==> src/rtl/neuron_mac.sv <==
// rtl/neuron_mac.sv - per-neuron multiply-accumulate sequencer with requantization
// Walks one (layer, neuron) weight row, accumulates signed products, emits a saturated int8.
module neuron_mac #(
  parameter int ACC_W = 26,
  parameter int SHIFT = 0
) (
  input  logic             clk,
  input  logic             reset,
  input  logic             start,
  input  logic [1:0]       layer,
  input  logic [3:0]       neuron,
  input  logic [10:0]      num_inputs,
  input  logic             relu_en,
  output logic [15:0]      weight_addr,
  input  logic [7:0]       weight_val,
  output logic [9:0]       act_addr,
  input  logic [7:0]       act_val,
  output logic             busy,
  output logic             done,
  output logic [7:0]       result,
  output logic [ACC_W-1:0] acc_out
);

  typedef enum logic [1:0] {IDLE, FETCH, DRAIN, FINISH} state_t;

  localparam logic signed [ACC_W-1:0] SAT_MAX = ACC_W'(127);
  localparam logic signed [ACC_W-1:0] SAT_MIN = -(ACC_W'(128));

  state_t                  state_q, state_d;
  logic [9:0]              idx_q, idx_d;
  logic [10:0]             n_q, n_d;
  logic [1:0]              layer_q, layer_d;
  logic [3:0]              neuron_q, neuron_d;
  logic                    relu_q, relu_d;
  logic                    valid_q, valid_d;
  logic signed [ACC_W-1:0] acc_q, acc_d;
  logic signed [ACC_W-1:0] acc_out_q, acc_out_d;
  logic [7:0]              result_q, result_d;
  logic                    done_q, done_d;

  logic [10:0]             n_clamp;
  logic signed [15:0]      prod;
  logic signed [ACC_W-1:0] prod_ext;
  logic signed [ACC_W-1:0] shifted;
  logic signed [ACC_W-1:0] relu_v;

  always_comb begin
    n_clamp  = (num_inputs > 11'd1024) ? 11'd1024 : num_inputs;
    prod     = $signed(weight_val) * $signed(act_val);
    prod_ext = {{(ACC_W-16){prod[15]}}, prod};
    shifted  = acc_q >>> SHIFT;
    relu_v   = (relu_q && shifted[ACC_W-1]) ? '0 : shifted;
  end

  always_comb begin
    state_d   = state_q;
    idx_d     = idx_q;
    n_d       = n_q;
    layer_d   = layer_q;
    neuron_d  = neuron_q;
    relu_d    = relu_q;
    acc_d     = acc_q;
    acc_out_d = acc_out_q;
    result_d  = result_q;
    done_d    = 1'b0;
    // Data for an address issued in FETCH returns one cycle later and is summed on the following edge.
    valid_d   = (state_q == FETCH);
    if (valid_q) begin
      acc_d = acc_q + prod_ext;
    end

    case (state_q)
      IDLE: begin
        if (start) begin
          acc_d = '0;
          if (n_clamp != 11'd0) begin
            layer_d  = layer;
            neuron_d = neuron;
            relu_d   = relu_en;
            n_d      = n_clamp;
            idx_d    = 10'd0;
            state_d  = FETCH;
          end else begin
            state_d = FINISH;
          end
        end
      end
      FETCH: begin
        if ({1'b0, idx_q} == n_q - 11'd1) begin
          state_d = DRAIN;
        end else begin
          idx_d = idx_q + 10'd1;
        end
      end
      DRAIN: begin
        state_d = FINISH;
      end
      FINISH: begin
        acc_out_d = acc_q;
        if (relu_v > SAT_MAX) begin
          result_d = 8'sd127;
        end else if (relu_v < SAT_MIN) begin
          result_d = 8'h80;
        end else begin
          result_d = relu_v[7:0];
        end
        done_d  = 1'b1;
        state_d = IDLE;
      end
      default: begin
        state_d = IDLE;
      end
    endcase
  end

  always_ff @(posedge clk or negedge reset) begin
    if (!reset) begin
      state_q   <= IDLE;
      idx_q     <= '0;
      n_q       <= '0;
      layer_q   <= '0;
      neuron_q  <= '0;
      relu_q    <= 1'b0;
      valid_q   <= 1'b0;
      acc_q     <= '0;
      acc_out_q <= '0;
      result_q  <= '0;
      done_q    <= 1'b0;
    end else begin
      state_q   <= state_d;
      idx_q     <= idx_d;
      n_q       <= n_d;
      layer_q   <= layer_d;
      neuron_q  <= neuron_d;
      relu_q    <= relu_d;
      valid_q   <= valid_d;
      acc_q     <= acc_d;
      acc_out_q <= acc_out_d;
      result_q  <= result_d;
      done_q    <= done_d;
    end
  end

  assign weight_addr = {layer_q, neuron_q, idx_q};
  assign act_addr    = idx_q;
  assign busy        = (state_q != IDLE);
  assign done        = done_q;
  assign result      = result_q;
  assign acc_out     = acc_out_q;

endmodule

==> config.mk <==
export PLATFORM = sky130hd
export DESIGN_NAME = neuron_mac
export DESIGN_NICKNAME = d
export VERILOG_FILES = /design/src/rtl/neuron_mac.sv
export SDC_FILE = /design/constraint.sdc
export NUM_CORES = 1
export LEC_CHECK = 0
export ABC_AREA = 1
export CORE_UTILIZATION = 25
export CTS_CLUSTER_SIZE = 40
export DETAILED_ROUTE_END_ITERATION = 8
export PLACE_DENSITY = 0.4
export RECOVER_POWER = 100
export SLEW_MARGIN = 30
export SYNTH_ARGS = -nofsm -noshare
export SYNTH_HDL_FRONTEND = slang
export SYNTH_SLANG_ARGS = --single-unit
==> constraint.sdc <==
create_clock -name clk -period 4.2 [get_ports clk]
set_clock_uncertainty 0.05 [all_clocks]
set_input_delay 0.84 -clock clk [delete_from_list [all_inputs] [get_ports clk]]
set_output_delay 0.84 -clock clk [all_outputs]
set_load 0.1 [all_outputs]
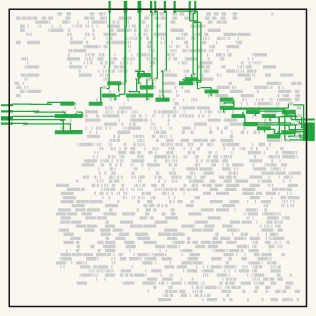
*I/O nets highlighted*
Scale: 1.5 px per um.
| colour | port | bits | direction | edge | end cells | wire |
|---|---|---|---|---|---|---|
| green | acc_out | 26 | output | 11 north, 10 east, 5 west | 26 | 1350 um |

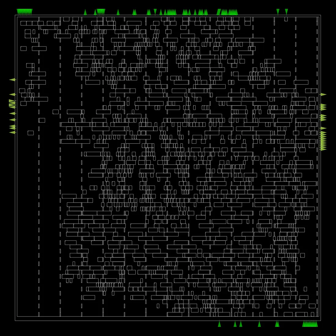
*Placement view*
Seq area share: 17.4%
tap cells: 511
core footprint: 37600 sq um
Filler cells: 3954

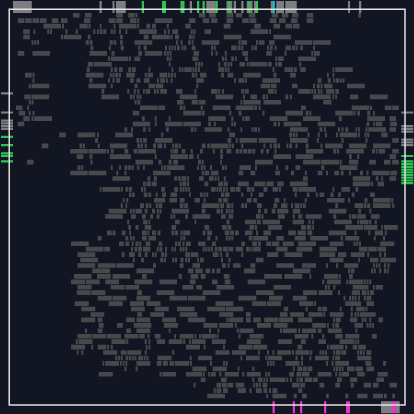
*I/O pins on the die edge*
Scale: 2 px per um. Pins as bars across the die edge, other pins in grey.
| colour | port | pins | direction | edge |
|---|---|---|---|---|
| cyan | start | 1 | input | north |
| magenta | weight_val | 8 | input | south |
| green | acc_out | 26 | output | 11 north, 10 east, 5 west |
all pins by edge: 55 north, 17 east, 16 south, 11 west

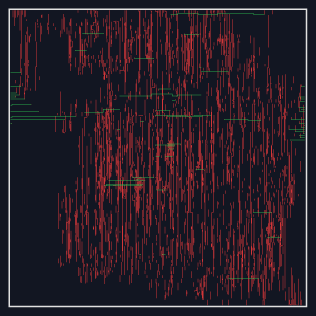
*Metal layers overlaid*
Scale: 1.5 px per um. Two of the layers only.
| colour | layer | wire length |
|---|---|---|
| red | metal 2 | 13400 um |
| green | metal 3 | 715 um |

logic make-up after synthesis:
| family | Yosys count |
|---|---|
| AOI/OAI and AO/OA | 150 |
| xor gates and xnor gates | 23 |
| adders and majority gates | 176 |
| buffers and inverters | 295 |
| DFF | 92 |
| and+or+nand+nor | 451 |
layer usage:
| layer | track usage [%] | wire length (um) |
|---|---|---|
| met1 | 22.0 | 13800 |
| met2 | 25.7 | 13400 |
| met3 | 2.03 | 714 |
| met4 | 3.07 | 357 |
| met5 | 0 | 0 |
registers in the layout, summed over array words and instances, names as in the netlist:
name / cells
result: 8
act_addr: 10
layer_q: 2
acc_out: 26
valid_q: 1
done: 1
acc_q: 26
n_q: 11
state_q: 2
neuron_q: 4
relu_q: 1
layout by cell type (no fill, tap or decap), drive strengths merged, types with 53 or more instances in the layout:
| master | count |
|---|---|
| nand3 | 62 |
| nor2 | 71 |
| ha | 66 |
| inv | 241 |
| o21ai | 70 |
| buf | 137 |
| dlygate4sd3 | 59 |
| dfrtp | 92 |
| fa | 110 |
| nand2 | 281 |
| a21oi | 53 |
stage by stage:
step                      instance area, sq um  setup TNS, ns  hold WS, ns  std cells
after detailed placement                 12300         -29.74        0.419       1852
after global routing                     13200         -12.69        0.452       1892
final                                    13200          -9.13        0.428       1892
after global placement                   12300         -29.36        0.416       1852
after CTS                                13000          -9.75        0.440       1880
after floorplan                          10200         -13.86        0.421       1187
critical path, cell delays in order:
cell        delay [ns]
buf_12            0.11
nand2_4           0.06
inv_2             0.03
fa_2              0.60
inv_2             0.05
fa_2              0.57
clkinvlp_4        0.14
buf_12            0.16
fa_1              0.46
fa_1              0.54
ha_4              0.22
ha_4              0.29
nand2_1           0.10
inv_1             0.08
nand2_2           0.08
nor2_4            0.11
nand4_1           0.18
nand4_1           0.15
nand3_1           0.09
nand2_1           0.08
inv_1             0.04
worst max-delay path by stage:
stage                     cells after the start  slack [ns]     startpoint        end
after CTS                                    22       -0.67  weight_val[7]  acc_q[23]
after global routing                         20       -0.77  weight_val[7]  acc_q[23]
final                                        21       -0.61  weight_val[7]  acc_q[23]
after global placement                       22       -1.67  weight_val[7]  acc_q[23]
after detailed placement                     22       -1.60  weight_val[7]  acc_q[23]
after floorplan                              19       -0.89  weight_val[7]  acc_q[20]
area by class of cell:
type	instances	share of cell area (%)
clock buffer	11	1.91
timing repair buffer	225	15.6
clock inverter	5	0.453
inverter	248	7.21
sequential	92	17.4
tap	511	4.83
multi-input combinational	800	52.6
timing repair:
item | CTS | global route
resized | 169 | 58
endpoints found under the setup margin | 22 | 21
buffers inserted | 12 | 12
gates cloned | 1 | 0
hold endpoints to repair | 0 | 0
pin swaps | 88 | 52
==> impl_metrics.env <==
# implementation run metrics
export IMPL_crit_type="input pin to register"
export IMPL_ys_cells=1187
export IMPL_hold_path_end="acc_out[2]"
export IMPL_reg2regPathDepth=19
export IMPL_critPathLaunchType="input pin"
export IMPL_r2r_start="acc_q[6]"
export IMPL_netlist_area_sq_um=9520
export IMPL_synthCells=1187
export IMPL_edf_count=0
export IMPL_fmaxAchievable_mhz=208
export IMPL_drive_gt1_share_pct=25.1
export IMPL_ys_top_logic_family="adder cells"
export IMPL_synth_main_ff_cell="dfrtp_1"
export IMPL_cp_required_ns=4.40
export IMPL_muxShareOfSynthArea_pct=0
export IMPL_critPathMaxFanout=6
export IMPL_ctsLongestPathBuffers=2
export IMPL_setup_ws_ns=-0.614
export IMPL_finalClockPeriodUsage_pct=115
export IMPL_dr_pass1_iters=4
export IMPL_syn_nets=1400
export IMPL_clk_pin_slew_ns=0.07
export IMPL_vias_per_cell=4.23
export IMPL_seq_area_sq_um=2300
export IMPL_slew_viol_final=126
export IMPL_finalCoreUtilization_pct=35.3
export IMPL_ys_types=43
export IMPL_hold_depth=2
export IMPL_finalSetupViolCount=19
export IMPL_relSlewSlack_pct=-28.0
export IMPL_ys_seq_elements=92
export IMPL_yosysTopAreaCellShare_pct=24.2
export IMPL_antenna_left=0
export IMPL_chipArea_sq_um=38900
export IMPL_synthArstFlopShare_pct=100
export IMPL_area_delta_synth_final_pct=39.2
export IMPL_top_area_cell="dfrtp_1"
export IMPL_h_tree_depth=3
export IMPL_drt_total_wl_mm=28.3
export IMPL_initCoreUtil_pct=25.3
export IMPL_drt_iter0_drc=308
export IMPL_post_place_ws_ns=-1.60
export IMPL_yosys_area_sq_um=9520
export IMPL_violations="max-capacitance violations, max-slew violations, negative setup slack"
export IMPL_yosys_top_cells_area="dfrtp_1 (24%), fa_1 (23%), nand2_1 (11%)"
export IMPL_die_x_um=197
export IMPL_logic_area_sq_um=6970
export IMPL_xor_area_share_pct=2.12
export IMPL_rsz0062_at_grt="yes"
export IMPL_die_h_um=197
export IMPL_grt_max_degree=72
export IMPL_cts_made_buffers=9
export IMPL_rows=71
export IMPL_ys_sh_adder_pct=31.8
export IMPL_cts_hold_buf=0
export IMPL_cts_num_sinks=92
export IMPL_cp_arrival_ns=5.01
export IMPL_n_antenna_cell=0
export IMPL_grt_pass1_vias=8235
export IMPL_reg2reg_slack_ns=-0.12
export IMPL_worstReg2RegEnd="acc_q[20]"
export IMPL_place_gp_congestion=0.801
export IMPL_max_slew_worst_pin_slew_ns=1.92
export IMPL_ios=99
export IMPL_synth_warnings=0
export IMPL_clock_latency_ns=0.36
export IMPL_hold_class="register to register"
export IMPL_ys_seq_share_pct=24.2
export IMPL_hold_start="acc_out[2]"
export IMPL_drv_cap=2
export IMPL_cts_tree="yes"
export IMPL_hpwl_mm=23.4
export IMPL_portBuffers=98
export IMPL_status="finished, violations left"
